--- src/rtl/rms_window_estimator.sv ---
// rms_window_estimator: windowed mean square of signed samples and its integer square root
// via Newton-Raphson iteration, using a sequential restoring divider.
module rms_window_estimator #(
    parameter int DATA_W   = 16,
    parameter int WIN_LOG2 = 12,
    parameter int SKIP     = 96,
    parameter int NR_ITER  = 20
) (
    input  logic                      clk,
    input  logic                      rst,
    input  logic                      start,
    input  logic                      in_valid,
    input  logic signed [DATA_W-1:0]  data_in,
    output logic                      busy,
    output logic                      done,
    output logic [DATA_W-1:0]         rms_out,
    output logic [2*DATA_W-1:0]       mean_sq,
    output logic                      not_conv
);
    localparam int SW   = 2 * DATA_W;
    localparam int AW   = SW + WIN_LOG2;
    localparam int MAXC = (SKIP > (1 << WIN_LOG2)) ? SKIP : (1 << WIN_LOG2);
    localparam int CW   = $clog2(MAXC + SW + 1);
    localparam int IW   = $clog2(NR_ITER + 1);

    localparam logic [2:0] S_IDLE = 3'd0;
    localparam logic [2:0] S_SKIP = 3'd1;
    localparam logic [2:0] S_ACC  = 3'd2;
    localparam logic [2:0] S_MEAN = 3'd3;
    localparam logic [2:0] S_DIV  = 3'd4;
    localparam logic [2:0] S_UPD  = 3'd5;
    localparam logic [2:0] S_DONE = 3'd6;

    localparam logic [CW-1:0]     SKIP_LAST = CW'(SKIP - 1);
    localparam logic [CW-1:0]     WIN_LAST  = CW'((1 << WIN_LOG2) - 1);
    localparam logic [CW-1:0]     DIV_LAST  = CW'(SW - 1);
    localparam logic [IW-1:0]     ITER_LAST = IW'(NR_ITER - 1);
    localparam logic [DATA_W-1:0] X0        = DATA_W'(1 << (DATA_W - 1));

    logic [2:0]        state;
    logic [AW-1:0]     acc;
    logic [CW-1:0]     cnt;
    logic [IW-1:0]     iter;
    logic [SW-1:0]     m;
    logic [SW-1:0]     quo;
    logic [DATA_W-1:0] x;
    logic [DATA_W-1:0] rem;
    logic [DATA_W-1:0] res_x;
    logic              nc;

    logic [SW-1:0]     sq;
    logic [SW-1:0]     mean_w;
    logic [DATA_W:0]   x_ext;
    logic [DATA_W:0]   div_t;
    logic              div_ge;
    logic [DATA_W-1:0] rem_nx;
    logic [DATA_W:0]   sum;
    logic [DATA_W-1:0] xn;

    assign sq     = SW'(data_in) * SW'(data_in);
    assign mean_w = acc[AW-1:WIN_LOG2];
    assign x_ext  = {1'b0, x};
    // one restoring step: shift the next dividend bit into the partial remainder
    assign div_t  = {rem, quo[SW-1]};
    assign div_ge = div_t >= x_ext;
    assign rem_nx = div_ge ? DATA_W'(div_t - x_ext) : div_t[DATA_W-1:0];
    assign sum    = x_ext + quo[DATA_W:0];
    assign xn     = DATA_W'(sum >> 1);

    always_ff @(posedge clk or posedge rst) begin
        if (rst) begin
            state    <= S_IDLE;
            acc      <= '0;
            cnt      <= '0;
            iter     <= '0;
            m        <= '0;
            quo      <= '0;
            x        <= '0;
            rem      <= '0;
            res_x    <= '0;
            nc       <= 1'b0;
            busy     <= 1'b0;
            done     <= 1'b0;
            rms_out  <= '0;
            mean_sq  <= '0;
            not_conv <= 1'b0;
        end else begin
            done <= 1'b0;
            case (state)
                S_IDLE: if (start) begin
                    busy  <= 1'b1;
                    acc   <= '0;
                    cnt   <= '0;
                    iter  <= '0;
                    nc    <= 1'b0;
                    state <= (SKIP == 0) ? S_ACC : S_SKIP;
                end
                S_SKIP: if (in_valid) begin
                    cnt   <= (cnt == SKIP_LAST) ? '0 : cnt + 1'b1;
                    state <= (cnt == SKIP_LAST) ? S_ACC : S_SKIP;
                end
                S_ACC: if (in_valid) begin
                    acc   <= acc + AW'(sq);
                    cnt   <= cnt + 1'b1;
                    state <= (cnt == WIN_LAST) ? S_MEAN : S_ACC;
                end
                S_MEAN: begin
                    m     <= mean_w;
                    quo   <= mean_w;
                    rem   <= '0;
                    cnt   <= '0;
                    x     <= X0;
                    res_x <= '0;
                    state <= (mean_w == '0) ? S_DONE : S_DIV;
                end
                S_DIV: begin
                    rem   <= rem_nx;
                    quo   <= {quo[SW-2:0], div_ge};
                    cnt   <= cnt + 1'b1;
                    state <= (cnt == DIV_LAST) ? S_UPD : S_DIV;
                end
                S_UPD: begin
                    iter <= iter + 1'b1;
                    if (xn >= x) begin
                        res_x <= x;
                        state <= S_DONE;
                    end else if (iter == ITER_LAST) begin
                        res_x <= xn;
                        nc    <= 1'b1;
                        state <= S_DONE;
                    end else begin
                        x     <= xn;
                        quo   <= m;
                        rem   <= '0;
                        cnt   <= '0;
                        state <= S_DIV;
                    end
                end
                S_DONE: begin
                    rms_out  <= res_x;
                    mean_sq  <= m;
                    not_conv <= nc;
                    done     <= 1'b1;
                    busy     <= 1'b0;
                    state    <= S_IDLE;
                end
                default: state <= S_IDLE;
            endcase
        end
    end
endmodule

--- config.mk ---
export PLATFORM = sky130hd
export DESIGN_NAME = rms_window_estimator
export DESIGN_NICKNAME = d
export VERILOG_FILES = /design/src/rtl/rms_window_estimator.sv
export SDC_FILE = /design/constraint.sdc
export NUM_CORES = 1
export LEC_CHECK = 0
export CELL_PAD_IN_SITES_DETAIL_PLACEMENT = 1
export CELL_PAD_IN_SITES_GLOBAL_PLACEMENT = 2
export CORE_MARGIN = 5
export CORE_UTILIZATION = 25
export DETAILED_ROUTE_END_ITERATION = 8
export PLACE_DENSITY = 0.59
export SETUP_SLACK_MARGIN = 0.4
export SLEW_MARGIN = 30
export SYNTH_ARGS = -nofsm -noshare
export SYNTH_HDL_FRONTEND = slang
export SYNTH_SLANG_ARGS = --single-unit
--- constraint.sdc ---
create_clock -name clk -period 8.7 [get_ports clk]
set_input_delay 0.87 -clock clk [delete_from_list [all_inputs] [get_ports clk]]
set_output_delay 0.87 -clock clk [all_outputs]
set_load 0.05 [all_outputs]
Fig. 1: run 1, wires at chosen ports, followed through buffers
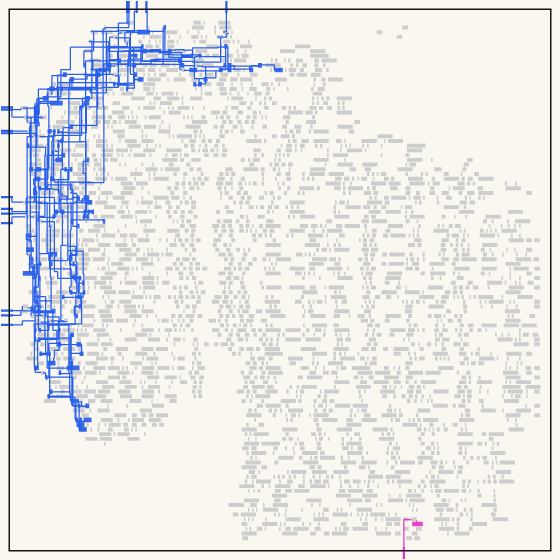
[magenta] rst | direction: input | edge: south | end cells: 1 | buffers: 1 | wire: 23.0 um
[blue] data_in | direction: input | edge: 11 west, 5 north | end cells: 141 | buffers: 68 | wire: 5020 um

Fig. 2: run 1, sequential cells grouped by signal name
Other sequential cells in the stronger grey, the rest of the logic in the fainter grey.
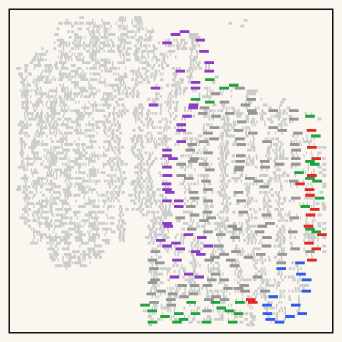
[red] rms_out | placed flops: 16
[purple] acc | placed flops: 44 | where: a vertical strip down the middle
[green] mean_sq | placed flops: 32
[blue] cnt | placed flops: 13 | where: south-east
not coloured: 124

==> impl_metrics.toml, run 1 <==
# physical design summary
[outcome]
status = "completed"

[route]
vias = 17857
drc = 0
top_layer_used = "met4"
routed_wirelength_mm = 66.63
wl_per_cell_um = 16.91
drtPass1Iterations = 4
wl_met3_um = 898
via_per_inst = 4.531
drtIter0Drc = 502

[global_routing]
grt_pass1_wl_mm = 109.6
grt_overflow = 0
antenna_found_initial = 0
grt_pass1_vias = 19831
grt_max_degree = 117

[sta]
hold_viol = 0
slew-limit-headroom_pct = 36.04
finalWorstPathRequiredPeriod_ns = 8.015
setup_tns_ns = 0
skew_ns = 0.01561
setup_viol_count_final = 0
max_freq_ghz = 0.1248
drv_slew = 0
rsz0062_at_grt = "yes"

[finish]
layoutNonFillerInstCount = 3941
nets = 3179
fin_area_sq_um = 27710
drive_above_1_share_pct = 16.93
area_growth_pct = 22.68

[worst_hold_path]
min_to = "rms_out[5]"
holdCritStartpoint = "rms_out[5]"
worstHoldPathCells = 2

[placement]
hpwl_mm = 54.09
io_buffers = 70
dp.cells = 3871
place_congestion = 0.8131
placed_area_sq_um = 26050
dp_slack_ns = -0.4599

[clock_tree]
cts_made_buffers = 27
insertion_delay_ns = 0.57
cts_sinks = 229
clk_path_buf_depth = 3
cts_tree = "done"

[yosys]
synthFlopType = "dfrtp_1"
ys.flops = 229
synth_area_sq_um = 22590
yosys_warnings = 0
synth_top_cell_by_count = "inv_1"
yosysCellCount = 2504
avgSynthCellArea_sq_um = 9.021

[floorplanning]
floorplan.core_util_pct = 25.13
chipArea_sq_um = 96470
die_x_um = 310.6
io_pins = 71
die_y_um = 310.6

[worst_setup_path]
max_stage_delay_ns = 0.60
required_ns = 9.13
setup.worst_path.end_class = "flop"
cp-start-kind = "primary input"
r2r_end = "quo[0]"
critPathBufInv = 7
crit_path_top_delay_cell = "fa_2"

[run]
warnings = 38
Fig. 3: run 1, placement view
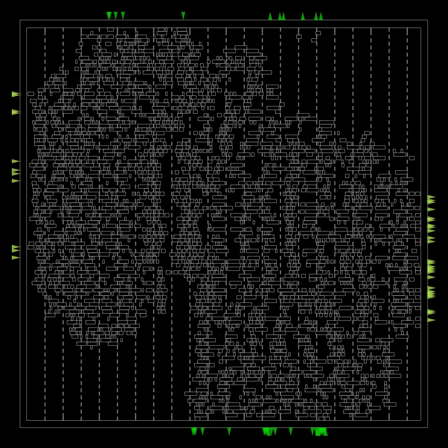
row count: 110
core region area: 89870 sq um

Fig. 4: run 1, wire density map
31 x 31 tiles, from black (low) to pale yellow (high), scaled to the fullest tile. Values are wire area over tile area, all layers added.
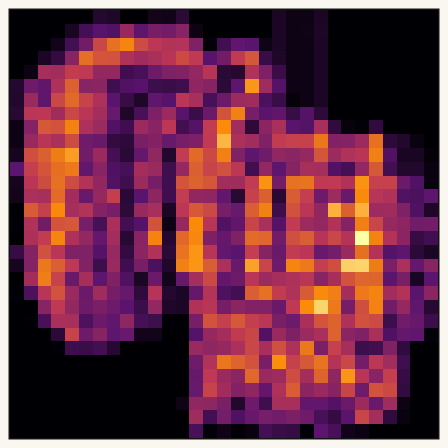
nearly empty tiles: 23%
mean over tiles: 0.10
tiles over half the peak: 19%

==> run 1: cell type report <==
type	instances	area [sq um]
Clock buffer	35	755.7
Tap cell	1176	1471
Timing Repair Buffer	307	2633
Sequential cell	229	5732
Inverter	388	1476
Fill cell	10397	62160
Clock inverter	13	235.2
Multi-Input combinational cell	1793	15410
==> run 1: tightest hold or removal path: stages, from the launching register on <==
cell and delay, ns:
dfrtp_1 0.34, nand2_1 0.05, nand2_1 0.05
==> run 1: cells in the final DEF, fill, tap and decap left out, types with 13 or more instances in the layout <==
cell	Yosys	routed
a21o_1	45	45
nand4_1	18	18
nor3_1	17	14
a21oi_2	6	18
nand3_1	51	49
ha_1	173	162
clkdlybuf4s50_1	0	58
fa_1	240	228
buf_4	3	212
xor2_1	34	33
a22o_1	20	20
xnor2_1	66	66
o21ai_1	11	13
nor2_1	156	145
a211oi_1	16	14
dfrtp_1	229	228
nand2b_1	18	17
mux2i_1	45	45
nor2b_1	15	15
o21ai_0	125	118
nand2_2	0	13
mux2_2	32	32
inv_1	386	368
buf_6	2	21
o31ai_1	23	22
clkbuf_16	0	28
a21oi_1	122	110
inv_2	0	15
and2_1	41	34
nand2_1	354	339
==> run 1: worst max-delay path by stage <==
stage               endpoint        start  cells past startpoint  slack (ns)
floorplan            acc[40]   data_in[1]                     32        0.41
global placement     acc[40]   data_in[2]                     30       -0.40
detailed placement   acc[40]   data_in[2]                     31       -0.46
CTS                  acc[43]   data_in[5]                     35        0.40
global route         acc[40]   data_in[7]                     33        0.38
finish               acc[40]  data_in[11]                     33        0.69
==> run 1: per-layer routing <==
layer	track usage, %	vias up
met5	0	-
met4	2.290	0
met3	0.6793	46
met2	24.92	114
met1	18.11	9023
li1	-	8674
==> run 1: cells by family after synthesis <==
group / Yosys count / synth area share, %
buffers and inverters: 482 / 8.214
DFF: 229 / 25.37
muxes: 77 / 3.589
AOI/OAI and AO/OA: 484 / 14.09
and+or+nand+nor: 719 / 14.01
xor gates and xnor gates: 100 / 3.877
adders and majority gates: 413 / 30.85
==> run 1: registers in the layout, indices dropped and copies added (netlist names), 3 cells and up <==
signal and flops:
quo 32, iter 5, x 16, mean_sq 32
acc 44, res_x 16, state 3, m 32
rem 16, cnt 13, rms_out 16
==> run 1: timing repair <==
item | 4_1_cts | 5_1_grt
gates cloned | 0 | 1
setup buffers | 3 | 18
hold buffers | 0 | 0
resized | 17 | 124
endpoints found under the setup margin | 15 | 21
pin swaps | 15 | 91
==> run 2: changes to the inputs <==
--- a/config.mk
+++ b/config.mk
@@ -10,7 +10,7 @@
 export CORE_MARGIN = 5
 export CORE_UTILIZATION = 25
 export DETAILED_ROUTE_END_ITERATION = 8
-export PLACE_DENSITY = 0.59
+export PLACE_DENSITY_LB_ADDON = 0.1
 export SETUP_SLACK_MARGIN = 0.4
 export SLEW_MARGIN = 30
 export SYNTH_ARGS = -nofsm -noshare
Fig. 5: run 2, wire density map
31 x 31 tiles, from black (low) to pale yellow (high), scaled to the fullest tile. Values are wire area over tile area, all layers added.
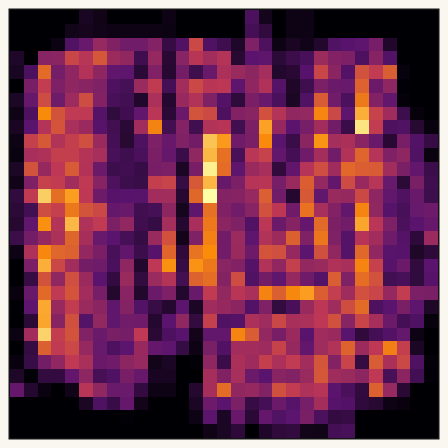
total track usage: 13.85%
total routed wirelength: 68.11 mm

==> impl_metrics.toml, run 2 <==
# physical design summary
[outcome]
status = "completed"

[worst_setup_path]
arrival_ns = 8.41
setup.worst_path.end_class = "flop"
r2r_end = "x[2]"
max_stage_delay_ns = 0.58
r2r_start = "x[0]"
cp-start-kind = "primary input"
cp-startpoint = "data_in[10]"
path_max_fanout = 6
critPathMostFrequentCell = "fa_1"
crit_path_top_delay_cell = "fa_1"
endpoint = "acc[38]"
required_ns = 9.18

[placement]
place_congestion = 0.8144
hpwl_mm = 54.87
io_buffers = 70

[clock_tree]
cts-root-buf = "clkbuf_16"
clk_pin_slew_ns = 0.06
cts_max_level = 1
cts_tree = "done"
cts_sinks = 229
cts_made_buffers = 28
clk_path_buf_depth = 3
hold_buffers = 0
insertion_delay_ns = 0.57

[yosys]
synthCells = 2504
yosysCellCount = 2504
synth_top_cell_by_count = "inv_1"
ys_types = 88
synth_area_sq_um = 22590
synth.area.top_cells = "dfrtp_1 25%, fa_1 21%, ha_1 9.6%"
ys_async_sr_fraction_pct = 100.0
top_area_cell = "dfrtp_1"
ys.flops = 229
synthTopCellsByCount = "386 x inv_1, 354 x nand2_1, 240 x fa_1"
yosys_warnings = 0
edf_count = 0
ys_seq_share_pct = 25.37
avgSynthCellArea_sq_um = 9.021
synthFlopType = "dfrtp_1"

[route]
drc = 0
wl_per_cell_um = 17.18
via_per_inst = 4.470
vias = 17720
drtPass1Iterations = 7
drtIter0Drc = 583

[finish]
regArea_sq_um = 5732
nFillCells = 10350
n_antenna_cell = 0
combGateArea_sq_um = 15500
largest_register = "acc"
drive_above_1_share_pct = 17.50
area_growth_pct = 23.39
fin_util_pct = 31.01
nets = 3201
largest_reg_flops = 44
final_cell_mix = "369 x inv_1, 343 x nand2_1, 230 x fa_1"
final_common_cell = "inv_1"

[global_routing]
grt_pass1_vias = 19623
antenna_found_initial = 0
met2_usage_pct = 25.05
grt_overflow = 0
met3_usage_pct = 0.7726
grt_pass1_wl_mm = 110.6
grt.met1_usage_pct = 18.59
busiest_layer = "met2"
grt_max_degree = 124

[run]
cap_violations = 0
warnings = 37

[sta]
fin_crit_sh_pct = 91.09
finalWorstPathRequiredPeriod_ns = 7.925
worstMarginPinSlew_ns = 0.8786
setup_tns_ns = 0
whs_ns = 0.4680
setup_viol_count_final = 0
drv_slew = 0
max_freq_ghz = 0.1262
slew-limit-headroom_pct = 41.21
rsz0062_at_grt = "no"
hold_viol = 0
skew_ns = 0.02577

[floorplanning]
floorplan.core_util_pct = 25.13
core_area_sq_um = 89870
chipArea_sq_um = 96470
io_pins = 71
die_x_um = 310.6
row_count = 110
die_y_um = 310.6
[run 2: cell counts after synthesis]
No cell type changed its count.
[run 2: layout make-up]
type,count,area share [%]
tap,1176,5.279
multi-input combinational,1793,55.63
sequential,229,20.56
inverter,388,5.301
clock buffer,41,2.797
timing repair buffer,328,10.21
clock inverter,9,0.2244
[run 2: critical path: cells and delay by family]
family                   cells  cell delay (ns)
AND-OR/OR-AND                8             1.52
XOR/XNOR                     1             0.12
adder cells (fa/ha/maj)      8             3.62
AND/OR/NAND/NOR              9             1.47
buffers and inverters        8             0.78
[run 2: metal layers]
layer,share of wire (%),wire [um]
met5,0,0
met4,1.6,1110
met3,1.4,978
met2,50,34000
met1,47,32020
[run 2: repair_timing]
| action | in CTS | in global routing |
|---|---|---|
| resized | 19 | 157 |
| pin swaps | 16 | 100 |
| gates cloned | 0 | 4 |
| setup endpoints to repair | 16 | 18 |
| setup buffers | 4 | 25 |
[run 2: kinds of logic (layout without fill, tap and decap cells)]
family	Yosys count	count (layout)	synth area share, %
compound gates	484	484	14.09
xor+xnor	100	100	3.877
fa+ha+maj	413	413	30.85
buf+inv	482	766	8.214
flops	229	229	25.37
mux	77	77	3.589
simple gates	719	719	14.01
[run 2: metrics by stage]
stage,std cells,setup slack (ns),area (sq um)
global route,3964,0.3741,27870
detailed placement,3881,-0.6693,26180
global placement,3881,-0.4763,26160
CTS,3935,0.4003,27120
finish,3964,0.7748,27870
floorplan,2504,0.4108,22610
[run 2: worst min path at each step]
stage,startpoint,to,slack [ns],cells past startpoint
floorplan,res_x[11],rms_out[11],0.43,2
global placement,res_x[8],rms_out[8],0.46,2
detailed placement,res_x[8],rms_out[8],0.46,2
CTS,res_x[8],rms_out[8],0.48,2
global route,res_x[8],rms_out[8],0.50,2
finish,res_x[8],rms_out[8],0.47,2
